### config.mk
export PLATFORM = sky130hd
export DESIGN_NAME = basic_gate_bist_ctrl
export DESIGN_NICKNAME = d
export VERILOG_FILES = /design/src/rtl/basic_gate_pkg.sv /design/src/rtl/basic_gate_golden.sv /design/src/rtl/basic_gate_bist_ctrl.sv
export SDC_FILE = /design/constraint.sdc
export NUM_CORES = 1
export LEC_CHECK = 0
export ABC_CLOCK_PERIOD_IN_PS = 1700
export CORE_ASPECT_RATIO = 1.5
export CORE_MARGIN = 2
export CORE_UTILIZATION = 46
export CTS_BUF_LIST = sky130_fd_sc_hd__clkbuf_2 sky130_fd_sc_hd__clkbuf_4 sky130_fd_sc_hd__clkbuf_8
export CTS_CLUSTER_SIZE = 24
export DETAILED_ROUTE_END_ITERATION = 10
export GPL_TIMING_DRIVEN = 0
export PLACE_DENSITY_LB_ADDON = 0.25
export SKIP_LAST_GASP = 1
export SLEW_MARGIN = 15
export SYNTH_ARGS = -nofsm -noshare
export SYNTH_HDL_FRONTEND = slang
export SYNTH_SLANG_ARGS = --single-unit
### constraint.sdc
create_clock -name clk -period 1.7 [get_ports clk]
set_input_delay 0.34 -clock clk [delete_from_list [all_inputs] [get_ports clk]]
set_output_delay 0.34 -clock clk [all_outputs]
set_load 0.05 [all_outputs]
### src/rtl/basic_gate_pkg.sv
// Shared types and constants for the basic_gate BIST controller.
package basic_gate_pkg;

  typedef enum logic [1:0] {
    IDLE   = 2'd0,
    SETTLE = 2'd1,
    CHECK  = 2'd2,
    FINISH = 2'd3
  } state_e;

  localparam int unsigned NUM_GATES   = 7;
  localparam int unsigned NUM_VECTORS = 4;
  localparam int unsigned VEC_W       = 2;

  localparam int unsigned GATE_NOT  = 0;
  localparam int unsigned GATE_AND  = 1;
  localparam int unsigned GATE_NAND = 2;
  localparam int unsigned GATE_OR   = 3;
  localparam int unsigned GATE_NOR  = 4;
  localparam int unsigned GATE_XOR  = 5;
  localparam int unsigned GATE_XNOR = 6;

  // Counter width able to hold 0..n-1, never narrower than one bit.
  function automatic int unsigned cnt_width(input int unsigned n);
    return (n <= 1) ? 1 : $clog2(n);
  endfunction

endpackage

### src/rtl/basic_gate_golden.sv
// Reference model of the basic_gate datapath: (a,b) -> expected 7-bit gate vector.
module basic_gate_golden
  import basic_gate_pkg::*;
(
  input  logic                 a_i,
  input  logic                 b_i,
  output logic [NUM_GATES-1:0] golden_c
);

  // Pure combinational truth table, bit order {xnor,xor,nor,or,nand,and,not}.
  always_comb begin
    golden_c            = '0;
    golden_c[GATE_NOT]  = ~a_i;
    golden_c[GATE_AND]  = a_i & b_i;
    golden_c[GATE_NAND] = ~(a_i & b_i);
    golden_c[GATE_OR]   = a_i | b_i;
    golden_c[GATE_NOR]  = ~(a_i | b_i);
    golden_c[GATE_XOR]  = a_i ^ b_i;
    golden_c[GATE_XNOR] = ~(a_i ^ b_i);
  end

endmodule

### src/rtl/basic_gate_bist_ctrl.sv
// BIST controller for basic_gate: walks all four input vectors, compares
// the seven gate outputs with a golden model, reports pass/done/err_mask.
// Optional first-failure log enabled by defining BASIC_GATE_BIST_LOG_EN.
module basic_gate_bist_ctrl
  import basic_gate_pkg::*;
#(
  parameter int unsigned SETTLE_CYCLES = 2,
  parameter int unsigned LOOPS         = 1
) (
  input  logic                 clk,
  input  logic                 rst_n,
  input  logic                 start,
  input  logic                 abort,
  input  logic [NUM_GATES-1:0] gate_out,
  output logic                 in_a,
  output logic                 in_b,
  output logic                 busy,
  output logic                 done,
  output logic                 pass,
  output logic [NUM_GATES-1:0] err_mask
`ifdef BASIC_GATE_BIST_LOG_EN
  ,
  output logic                 fail_valid,
  output logic [VEC_W-1:0]     fail_vec,
  output logic [NUM_GATES-1:0] fail_obs
`endif
);

  localparam int unsigned CNT_W  = cnt_width(SETTLE_CYCLES);
  localparam int unsigned LOOP_W = cnt_width(LOOPS);

  state_e               state_q, state_d;
  logic [VEC_W-1:0]     vec_q, vec_d;
  logic [LOOP_W-1:0]    loop_q, loop_d;
  logic [CNT_W-1:0]     cnt_q, cnt_d;
  logic                 in_a_q, in_a_d;
  logic                 in_b_q, in_b_d;
  logic                 busy_q, busy_d;
  logic                 done_q, done_d;
  logic                 pass_q, pass_d;
  logic [NUM_GATES-1:0] err_q, err_d;
  logic [NUM_GATES-1:0] golden_c;
  logic [NUM_GATES-1:0] mism_c;
`ifdef BASIC_GATE_BIST_LOG_EN
  logic                 fvalid_q, fvalid_d;
  logic [VEC_W-1:0]     fvec_q, fvec_d;
  logic [NUM_GATES-1:0] fobs_q, fobs_d;
`endif

  // Expected outputs for the vector currently driven on the pins.
  basic_gate_golden u_golden (
    .a_i      (vec_q[0]),
    .b_i      (vec_q[1]),
    .golden_c (golden_c)
  );

  assign mism_c = gate_out ^ golden_c;

  // State and output registers.
  always_ff @(posedge clk or negedge rst_n) begin
    if (!rst_n) begin
      state_q  <= IDLE;
      vec_q    <= '0;
      loop_q   <= '0;
      cnt_q    <= '0;
      in_a_q   <= 1'b0;
      in_b_q   <= 1'b0;
      busy_q   <= 1'b0;
      done_q   <= 1'b0;
      pass_q   <= 1'b0;
      err_q    <= '0;
`ifdef BASIC_GATE_BIST_LOG_EN
      fvalid_q <= 1'b0;
      fvec_q   <= '0;
      fobs_q   <= '0;
`endif
    end else begin
      state_q  <= state_d;
      vec_q    <= vec_d;
      loop_q   <= loop_d;
      cnt_q    <= cnt_d;
      in_a_q   <= in_a_d;
      in_b_q   <= in_b_d;
      busy_q   <= busy_d;
      done_q   <= done_d;
      pass_q   <= pass_d;
      err_q    <= err_d;
`ifdef BASIC_GATE_BIST_LOG_EN
      fvalid_q <= fvalid_d;
      fvec_q   <= fvec_d;
      fobs_q   <= fobs_d;
`endif
    end
  end

  // Next-state and registered-output logic; done is set only on FINISH entry.
  always_comb begin
    state_d  = state_q;
    vec_d    = vec_q;
    loop_d   = loop_q;
    cnt_d    = cnt_q;
    in_a_d   = in_a_q;
    in_b_d   = in_b_q;
    busy_d   = busy_q;
    done_d   = 1'b0;
    pass_d   = pass_q;
    err_d    = err_q;
`ifdef BASIC_GATE_BIST_LOG_EN
    fvalid_d = fvalid_q;
    fvec_d   = fvec_q;
    fobs_d   = fobs_q;
`endif

    unique case (state_q)
      IDLE: begin
        in_a_d = 1'b0;
        in_b_d = 1'b0;
        busy_d = 1'b0;
        if (start && !abort) begin
          err_d    = '0;
          pass_d   = 1'b0;
          vec_d    = '0;
          loop_d   = '0;
          cnt_d    = '0;
          busy_d   = 1'b1;
          state_d  = SETTLE;
`ifdef BASIC_GATE_BIST_LOG_EN
          fvalid_d = 1'b0;
          fvec_d   = '0;
          fobs_d   = '0;
`endif
        end
      end

      SETTLE: begin
        if (abort) begin
          state_d = IDLE;
          in_a_d  = 1'b0;
          in_b_d  = 1'b0;
          busy_d  = 1'b0;
          pass_d  = 1'b0;
        end else if (cnt_q == CNT_W'(SETTLE_CYCLES - 1)) begin
          state_d = CHECK;
        end else begin
          cnt_d = cnt_q + CNT_W'(1);
        end
      end

      CHECK: begin
        if (abort) begin
          state_d = IDLE;
          in_a_d  = 1'b0;
          in_b_d  = 1'b0;
          busy_d  = 1'b0;
          pass_d  = 1'b0;
        end else begin
          err_d = err_q | mism_c;
`ifdef BASIC_GATE_BIST_LOG_EN
          if (!fvalid_q && (mism_c != '0)) begin
            fvalid_d = 1'b1;
            fvec_d   = vec_q;
            fobs_d   = gate_out;
          end
`endif
          if ((vec_q == VEC_W'(NUM_VECTORS - 1)) && (loop_q == LOOP_W'(LOOPS - 1))) begin
            state_d = FINISH;
            busy_d  = 1'b0;
            done_d  = 1'b1;
            pass_d  = (err_d == '0);
          end else begin
            vec_d = vec_q + VEC_W'(1);
            if (vec_q == VEC_W'(NUM_VECTORS - 1)) begin
              loop_d = loop_q + LOOP_W'(1);
            end
            in_a_d  = vec_d[0];
            in_b_d  = vec_d[1];
            cnt_d   = '0;
            state_d = SETTLE;
          end
        end
      end

      FINISH: begin
        state_d = IDLE;
        in_a_d  = 1'b0;
        in_b_d  = 1'b0;
      end

      default: state_d = IDLE;
    endcase
  end

  assign in_a     = in_a_q;
  assign in_b     = in_b_q;
  assign busy     = busy_q;
  assign done     = done_q;
  assign pass     = pass_q;
  assign err_mask = err_q;
`ifdef BASIC_GATE_BIST_LOG_EN
  assign fail_valid = fvalid_q;
  assign fail_vec   = fvec_q;
  assign fail_obs   = fobs_q;
`endif

endmodule

==> flow_summary.toml, run 1 <==
# flow metrics
[layout]
sh_comb_area_pct = 41.6
final-instance-count-excl-fill = 161
final_common_cell = "dfrtp_1"
inverters = 6
seq_area_um2 = 452
fillCellCount = 182
final.clkbuf_count = 4
area_delta_synth_final_pct = 43.3
biggestCellCategory = "multi-input combinational cells"
ff_count = 18

[synthesis]
ys_cells = 100
ys_chip_area_um2 = 1030
ys_sh_aoi_pct = 17.1
yosysTopAreaCellShare_pct = 43.6
ys.flops = 18
area_leaders = "dfrtp_1, ha_1, a22o_1, mux2_2, a21oi_1"
floorplan.nets = 118
top_area_cell = "dfrtp_1"
synthSimpleGateAreaFrac_pct = 17.5
syn_area_per_cell_um2 = 10.3
async_flop_share_pct = 100
mux_share_pct = 4.36
yosysWarnings = 0
postSynthSeqShare_pct = 43.6

[clock_network]
ctsHoldBuffers = 0
clock_path_buffers = 2
worst_skew_pair.late_latency_ns = 0.31
cts_tree = "built"
cts-root-buf = "clkbuf_4"
cts-resized-gates = 24

[floorplan]
die-area_um2 = 2650
tap_cells = 23
chipWidth_um = 42.7
dieHeight_um = 62.0
io_pins = 23
core_um2 = 2180
fp_util_pct = 47.3

[worst_setup_path]
reg2regPathDepth = 6
crit_family = "simple AND/OR/NAND/NOR gates"
worst-endpoint-required_ns = 1.90
timing.reg2reg.setup_slack_ns = -0.02
startpoint = "state_q[1]$_DFFE_PN0P_"

[place]
pre_cts_slack_ns = -0.286
port_buffers = 22

[timing]
finalSetupViolCount = 2
tightest_slew_ns = 0.802
setup_tns_ns = -0.0166
whs_ns = 0.477
clock.fmax_ghz = 0.583
fin_ws_ns = -0.0163

[detailed_routing]
drtIter0Drc = 21

[global_routing]
grt_max_degree = 19
busiest_layer = "met2"
track_usage_pct = 20.4
met1_usage_pct = 19.3

[power]
clock_power_mw = 0.274
p_leak_nw = 0.708
pwr-share-comb_pct = 58.9

[outcome]
violations = "negative setup slack"
status = "finished with violations"

[flow_run]
maxCapViolCount = 0
==> run_1/class_map.png <==
Scale bar: 10 um.
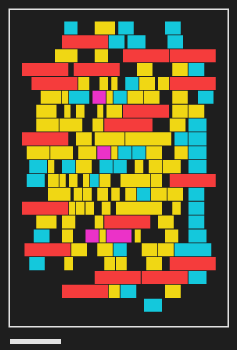
red -> registers  # cells 18, share of their area 31%
yellow -> remaining logic cells  # cells 80, share of their area 44%
cyan -> remaining buffers and delay cells  # cells 36, share of their area 22%
magenta -> clock drivers and dummy loads  # cells 4, share of their area 2.5%

==> run_1/clock_wires.png <==
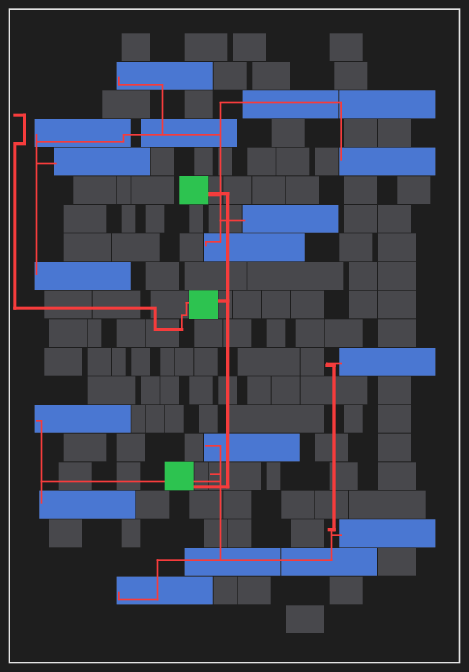
blue -> flip-flops  # count 18
red -> clock wires  # length 246 um
green -> clock-net drivers  # count 3
flops lie = widely spread

==> run_1/sizing.png <==
Scale bar: 10 um.
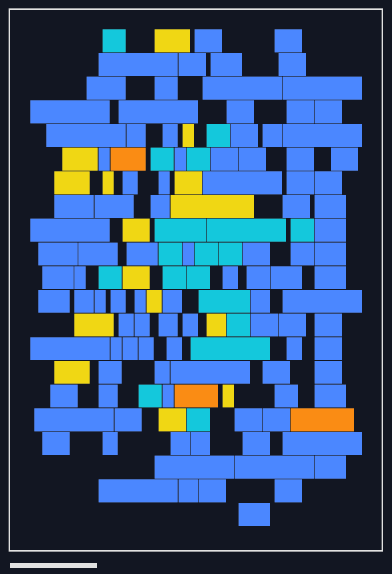
yellow -> x2  # cells 15, share 11%
cyan -> x3 and x4  # cells 18, share 13%
blue -> x1 and smaller  # cells 102, share 74%
orange -> x6 and larger  # cells 3, share 2.2%

--- run 2 (diff from run 1) ---
- SETUP_SLACK_MARGIN: not set -> 0.1
==> run_2/clock_wires.png <==
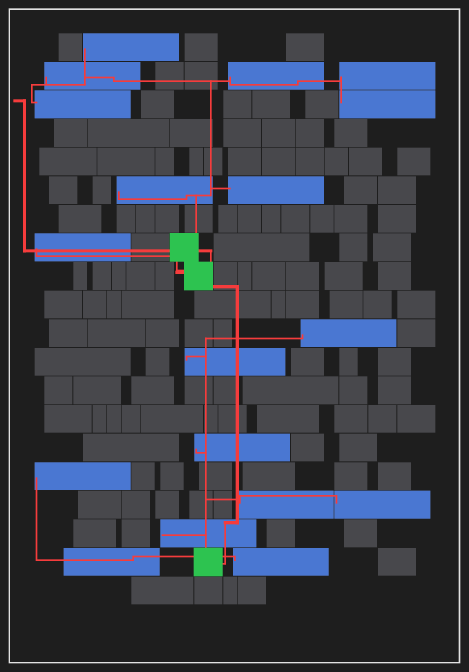
green -> clock-net drivers  # count 3
blue -> flip-flops  # count 18
red -> clock wires  # length 240 um
routed clock nets = 4

==> flow_summary.toml, run 2 <==
# flow metrics
[outcome]
status = "finished with violations"
violations = "negative setup slack"

[synthesis]
postSynthSeqShare_pct = 43.6
synthSimpleGateAreaFrac_pct = 17.5
ys_sh_aoi_pct = 17.1
ys_cells = 100
ys_chip_area_um2 = 1030
ys.flops = 18
yosysWarnings = 0
common_cells = "dfrtp_1, a21oi_1, a22o_1, ha_1"
syn_area_per_cell_um2 = 10.3
ys_types = 33
top_cell = "dfrtp_1"
yosysTopAreaCellShare_pct = 43.6
mux_share_pct = 4.36
floorplan.nets = 118
async_flop_share_pct = 100
top_area_cell = "dfrtp_1"

[global_routing]
busiest_layer = "met2"
grt_max_degree = 19
grt_pass1_wl_um = 4000
met1_usage_pct = 21.1
first_global_vias = 890
track_usage_pct = 20.5

[clock_network]
cts_tree = "built"
clock_path_buffers = 2
cts-root-buf = "clkbuf_4"
cts-resized-gates = 29
ctsHoldBuffers = 0

[layout]
final.clkbuf_count = 3
seq_area_um2 = 452
area_delta_synth_final_pct = 53.5
fillCellCount = 158
largest_reg_flops = 7
sh_comb_area_pct = 43.6
final-instance-count-excl-fill = 165
biggestCellCategory = "multi-input combinational cells"
buffer_area_share_pct = 23.2
ff_count = 18
inverters = 6
fin_area_um2 = 1580

[place]
routabilityCongestion = 0.835
pre_cts_slack_ns = -0.309
port_buffers = 22

[worst_setup_path]
startpoint = "vec_q[0]$_DFFE_PN0P_"
worst-endpoint-required_ns = 1.93
reg2regPathDepth = 6
timing.reg2reg.setup_slack_ns = -0.06
crit_family = "simple AND/OR/NAND/NOR gates"

[power]
pwr-share-comb_pct = 64.1
p_leak_nw = 0.733

[floorplan]
dieHeight_um = 62.0
rows = 21
io_pins = 23
fp_util_pct = 47.3
core_um2 = 2180
die-area_um2 = 2650
tap_cells = 23
chipWidth_um = 42.7

[timing]
finalSetupViolCount = 1
clock.fmax_ghz = 0.567
tightest_slew_ns = 0.864
whs_ns = 0.487
setup_tns_ns = -0.0637
fin_ws_ns = -0.0637

[flow_run]
maxCapViolCount = 0

[detailed_routing]
drtIter0Drc = 35
antenna_left = 0
wirelength_um = 2820
wl_met3_um = 122
Power is estimated from default activity; no workload was simulated.
